[config.mk]
export PLATFORM = sky130hd
export DESIGN_NAME = pe_stream_reducer
export DESIGN_NICKNAME = d
export VERILOG_FILES = /design/src/rtl/pe_stream_pkg.sv /design/src/rtl/reduce_out_fifo.sv /design/src/rtl/pe_stream_reducer.sv
export SDC_FILE = /design/constraint.sdc
export NUM_CORES = 1
export LEC_CHECK = 0
export ABC_AREA = 1
export CAP_MARGIN = 5
export CORE_ASPECT_RATIO = 0.6
export CORE_MARGIN = 2
export CORE_UTILIZATION = 50
export CTS_CLUSTER_DIAMETER = 50
export DETAILED_ROUTE_END_ITERATION = 8
export PLACE_DENSITY_LB_ADDON = 0.12
export SKIP_CTS_REPAIR_TIMING = 1
export SYNTH_ARGS = -nofsm -noshare
export SYNTH_HDL_FRONTEND = slang
export SYNTH_SLANG_ARGS = --single-unit
[constraint.sdc]
create_clock -name clk -period 2.75 [get_ports clk]
set_clock_uncertainty 0.15 [all_clocks]
set_input_delay 0.55 -clock clk [delete_from_list [all_inputs] [get_ports clk]]
set_output_delay 0.55 -clock clk [all_outputs]
set_load 0.01 [all_outputs]
[src/rtl/pe_stream_pkg.sv]
// Shared token definitions for the PE stream reducer: token classes, field
// positions inside a control token and the fixed done token.
package pe_stream_pkg;

    typedef enum logic [1:0] {
        DATA,
        STOP,
        DONE,
        OTHER
    } token_kind_e;

    localparam int CTRL_BIT  = 16;
    localparam int TYPE_MSB  = 9;
    localparam int TYPE_LSB  = 8;
    localparam int LEVEL_MSB = 7;
    localparam int LEVEL_LSB = 0;
    localparam int LEVEL_W   = LEVEL_MSB - LEVEL_LSB + 1;

    localparam logic [1:0]  TYPE_STOP  = 2'b00;
    localparam logic [1:0]  TYPE_DONE  = 2'b01;
    localparam logic [16:0] DONE_TOKEN = 17'h10100;

    function automatic token_kind_e decode_kind(input logic ctrl, input logic [1:0] ttype);
        if (!ctrl)                  return DATA;
        else if (ttype == TYPE_STOP) return STOP;
        else if (ttype == TYPE_DONE) return DONE;
        else                        return OTHER;
    endfunction

endpackage

[src/rtl/reduce_out_fifo.sv]
// Output buffer with two ordered write ports (write1 lands after write0 in the
// same cycle) and one read port; the head reads as zero while empty.
module reduce_out_fifo #(
    parameter int WIDTH = 17,
    parameter int DEPTH = 4,
    parameter int CW    = $clog2(DEPTH) + 1
) (
    input  logic             clk,
    input  logic             rst,
    input  logic             flush,
    input  logic             wr0_en,
    input  logic [WIDTH-1:0] wr0_data,
    input  logic             wr1_en,
    input  logic [WIDTH-1:0] wr1_data,
    input  logic             rd_en,
    output logic [WIDTH-1:0] rd_data,
    output logic [CW-1:0]    count
);
    localparam int PW = $clog2(DEPTH);

    logic [WIDTH-1:0] mem [DEPTH];
    logic [PW-1:0]    wr_ptr;
    logic [PW-1:0]    rd_ptr;
    logic [PW-1:0]    wr1_ptr;

    // write1 takes the slot after write0 only when write0 is also used
    assign wr1_ptr = wr_ptr + PW'(wr0_en);

    always_ff @(posedge clk) begin
        if (wr0_en) mem[wr_ptr]  <= wr0_data;
        if (wr1_en) mem[wr1_ptr] <= wr1_data;
    end

    always_ff @(posedge clk or posedge rst) begin
        if (rst) begin
            wr_ptr <= '0;
            rd_ptr <= '0;
            count  <= '0;
        end else if (flush) begin
            wr_ptr <= '0;
            rd_ptr <= '0;
            count  <= '0;
        end else begin
            wr_ptr <= wr_ptr + PW'(wr0_en) + PW'(wr1_en);
            rd_ptr <= rd_ptr + PW'(rd_en);
            count  <= count + CW'(wr0_en) + CW'(wr1_en) - CW'(rd_en);
        end
    end

    assign rd_data = (count == '0) ? '0 : mem[rd_ptr];

endmodule

[src/rtl/pe_stream_reducer.sv]
// Sums data tokens per segment and emits the sum at each stop token, forwarding
// control tokens in order through a small output buffer.
module pe_stream_reducer
    import pe_stream_pkg::*;
#(
    parameter int DATA_WIDTH = 16,
    parameter int FIFO_DEPTH = 4
) (
    input  logic                clk,
    input  logic                rst,
    input  logic                clk_en,
    input  logic                flush,
    input  logic                tile_en,
    input  logic [DATA_WIDTH:0] data_in,
    input  logic                data_in_valid,
    output logic                data_in_ready,
    output logic [DATA_WIDTH:0] data_out,
    output logic                data_out_valid,
    input  logic                data_out_ready,
    output logic                done_seen
);
    localparam int TW = DATA_WIDTH + 1;
    localparam int CW = $clog2(FIFO_DEPTH) + 1;

    logic [DATA_WIDTH-1:0] acc;
    logic [DATA_WIDTH-1:0] acc_next;
    logic [CW-1:0]         fifo_count;
    logic [LEVEL_W-1:0]    level;
    logic [TW-1:0]         wr0_data;
    logic [TW-1:0]         wr1_data;
    logic                  wr0_en;
    logic                  wr1_en;
    logic                  fire;
    logic                  pop;
    logic                  done_set;
    token_kind_e           kind;

    // Handshakes: a token moves on a cycle where valid and ready are both high
    // at the rising edge; ready never depends on valid or on data_out_ready.
    assign level          = data_in[LEVEL_MSB:LEVEL_LSB];
    assign kind           = decode_kind(data_in[DATA_WIDTH], data_in[TYPE_MSB:TYPE_LSB]);
    assign data_in_ready  = ~rst & tile_en & clk_en & ~flush
                            & (fifo_count <= CW'(FIFO_DEPTH - 2));
    assign fire           = data_in_valid & data_in_ready;
    assign data_out_valid = tile_en & (fifo_count != '0);
    assign pop            = data_out_valid & data_out_ready & clk_en & ~flush;

    always_comb begin
        acc_next = acc;
        wr0_en   = 1'b0;
        wr1_en   = 1'b0;
        wr0_data = data_in;
        wr1_data = '0;
        done_set = 1'b0;
        if (fire) begin
            unique case (kind)
                DATA: acc_next = acc + data_in[DATA_WIDTH-1:0];
                STOP: begin
                    wr0_en   = 1'b1;
                    wr0_data = {1'b0, acc};
                    acc_next = '0;
                    // a nested stop is re-emitted one level shallower
                    if (level != '0) begin
                        wr1_en                         = 1'b1;
                        wr1_data[DATA_WIDTH]           = 1'b1;
                        wr1_data[LEVEL_MSB:LEVEL_LSB]  = level - LEVEL_W'(1);
                    end
                end
                DONE: begin
                    wr0_en   = 1'b1;
                    done_set = 1'b1;
                end
                OTHER: wr0_en = 1'b1;
            endcase
        end
    end

    always_ff @(posedge clk or posedge rst) begin
        if (rst) begin
            acc       <= '0;
            done_seen <= 1'b0;
        end else if (flush) begin
            acc       <= '0;
            done_seen <= 1'b0;
        end else if (clk_en) begin
            acc <= acc_next;
            if (done_set) done_seen <= 1'b1;
        end
    end

    reduce_out_fifo #(
        .WIDTH (TW),
        .DEPTH (FIFO_DEPTH),
        .CW    (CW)
    ) u_fifo (
        .clk      (clk),
        .rst      (rst),
        .flush    (flush),
        .wr0_en   (wr0_en),
        .wr0_data (wr0_data),
        .wr1_en   (wr1_en),
        .wr1_data (wr1_data),
        .rd_en    (pop),
        .rd_data  (data_out),
        .count    (fifo_count)
    );

endmodule

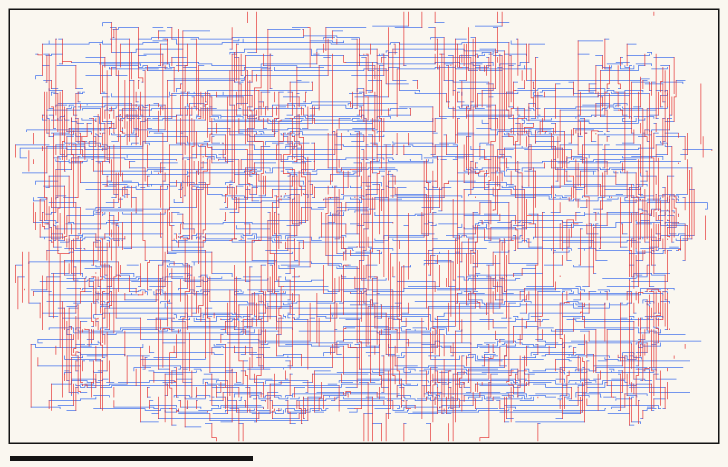
Figure 1: wiring by layer.
Bar = 50 um. Two of the layers only.
layer	colour	wire length
metal 1	blue	8220 um
metal 2	red	7590 um
WL final: 17200 um
vias: 6182
gr usage total: 27.5%

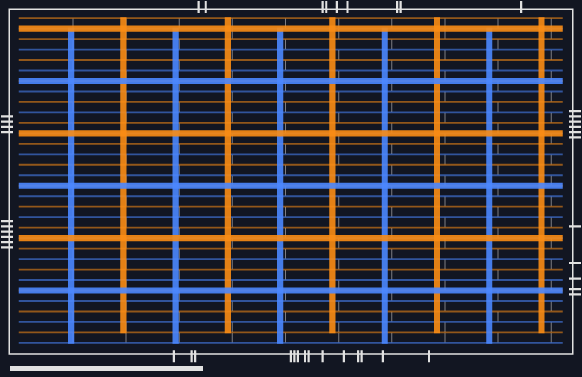
Figure 2: power grid.
Bar = 50 um. Pins as bars on the die edge. Tap cells in grey.
net	colour
VSS	blue
VDD	orange
rows	31
met1 rails	32
met5 straps	6
Peak VDD IR: 0.000265 V
core area: 11900 um^2
die height: 89.2 um
Die W: 146 um

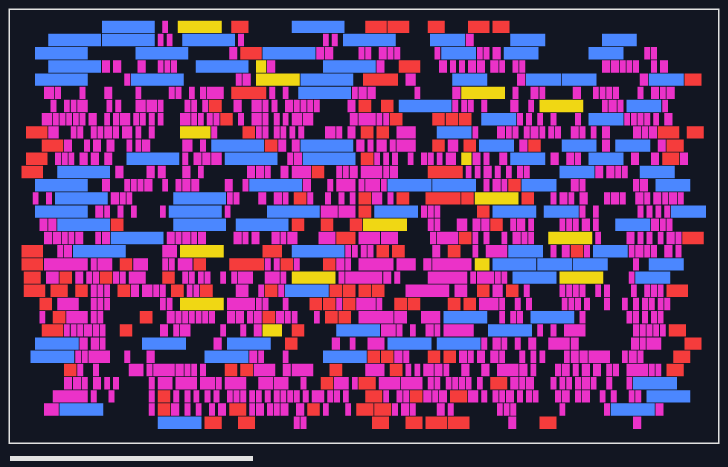
Figure 3: placement by cell class.
Bar = 50 um.
class	colour	cells	share of their area
other buffers and delay cells	red	133	16%
clock drivers and dummy loads	yellow	16	4.3%
combinational and other logic	magenta	751	49%
flops	blue	92	31%
final instance area: 7760 um^2
Util after Layout: 65.1%

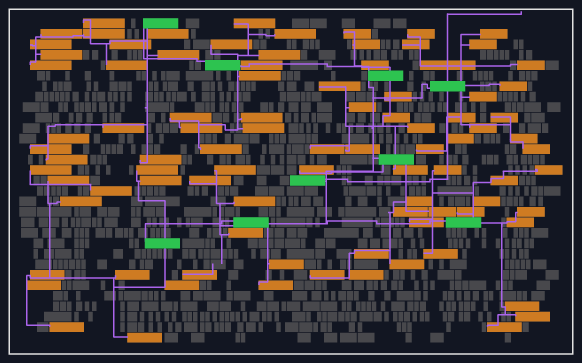
Figure 4: routed clock nets over the placement.
[flip-flops] orange | count: 92
[clock wires] purple | length: 1280 um
[clock drivers] green | count: 9
flops lie	all over the die

==> Slide: Implementation Results <==
Implementation Results

Logic synthesis
  – Top-area cell share: 17.9%
  – Synth top cells by count: nand2_1, nor2_1, inv_1, a21oi_1, nand3_1
  – Synth Flop Type: edfxtp_1
  – Biggest area cells: edfxtp_1, nand2_1, dfxtp_1, dfrtp_1, nor2_1
  – Mean area per synthesized cell: 6.94 um^2
  – Ao+oa area frac: 11.0%
  – Number of synthesized flops with an enable pin: 36
  – Post-Syn Nets: 918
  – Cells after Synth: 870
  – Netlist cell types: 38
  – Ys async rst share: 26.1%
  – Mux frac, synth: 0%

Place
  – Placed Instance Area: 7320 um^2
  – Final GP Congestion: 0.969
  – Post-Place Setup Slack: -0.590 ns

Power and ir drop
  – PwrDens: ~400 nW/um^2
  – Power in combinational cells: approximately 0.37 mW
  – P_clk: 1.35 mW
  – Switch Pwr: 0.806 mW
  – LEAKAGE: 3.87 nW
  – Leading power group: sequential cells
  – Sequential power: 1.46 mW

Setup path
  – Reg2reg start: u_fifo.count[2]
  – Critical path type: in2reg
  – Slowest cell on crit path: fa_2
  – Worst-path fanout max: 2
  – Crit-path cells: clkdlybuf4s50_1 > nor2_4 > nand2_4 > nor2_8 > nand2_4 > nor2_8 > inv_2 > ha_4 > fa_2 > fa_2 > nor2_1
  – Reg2reg end: u_fifo.count[1]

Final timing
  – Post-route setup slack: 0.0585 ns
  – Part of the cycle the worst path needs: a little over nine tenths
  – Slew margin rel.: between 60% and 70%

Clock network
  – H-tree Lvls: 3
  – Worst-path clk slew: 0.07 ns

Global routing
  – Largest net degree at the start of global routing: 35
  – Vias in the first global route: 5795
  – First-pass GRT wire length: 28300 um

Die
  – IO Pins: 44
  – DIE AREA: 13000 um^2

Cells and area
  – Nets@finish: 1035
  – Max reg flops: 68
  – Most flops, register: u_fifo.mem
  – # diodes: 0

Outcome
  – Status: finished, final reports clean

Run
  – Tool warning count: 27
## layout make-up
class / count / area (um^2)
fill: 1107 / 4150
multi-input combinational: 668 / 3360
sequential: 92 / 2320
timing repair buffer: 133 / 1220
inverter: 83 / 324
clock buffer: 11 / 275
tap: 165 / 206
clock inverter: 5 / 50.0
## through the flow
step / cells / util (%) / hold WS (ns) / TNS [ns]
after detailed placement: 1140 / 61.5 / 0.299 / -37.41
final: 1157 / 65.1 / 0.307 / 0
after global placement: 1140 / 61.5 / 0.294 / -30.66
after CTS: 1156 / 64.2 / 0.311 / -3.80
after global routing: 1157 / 65.1 / 0.329 / 0
after floorplan: 870 / - / 0.287 / -1.52
## layer usage
layer / global-route usage (%) / share of wire [%] / up-vias
met5: 0 / 0 / -
met4: 5.97 / 1.0 / 0
met3: 6.48 / 7.3 / 19
met2: 45.5 / 44 / 226
met1: 37.5 / 48 / 2876
li1: - / - / 3061
## cells in the final DEF (no fill, tap or decap), types with 19 or more instances in the layout
cell / Yosys / layout
nand3_1: 56 / 54
nor2_1: 112 / 109
buf_4: 4 / 83
ha_1: 21 / 19
o21ai_0: 53 / 52
dfrtp_1: 24 / 24
nand2_1: 284 / 281
edfxtp_1: 36 / 36
inv_1: 76 / 70
clkdlybuf4s50_1: 0 / 25
a21oi_1: 72 / 72
dfxtp_1: 32 / 32
## worst max path at each step
stage	startpoint	endpoint	slack, ns	cells after the start
floorplan	flush	u_fifo.count[1]	-0.28	14
global placement	data_in[0]	u_fifo.count[1]	-0.54	13
detailed placement	data_in[0]	u_fifo.count[1]	-0.59	13
CTS	data_in[0]	u_fifo.count[1]	-0.21	13
global route	rst	u_fifo.count[1]	0.002	11
finish	rst	u_fifo.count[1]	0.06	11
No activity file was given, so power comes from the tool's default toggle rates.
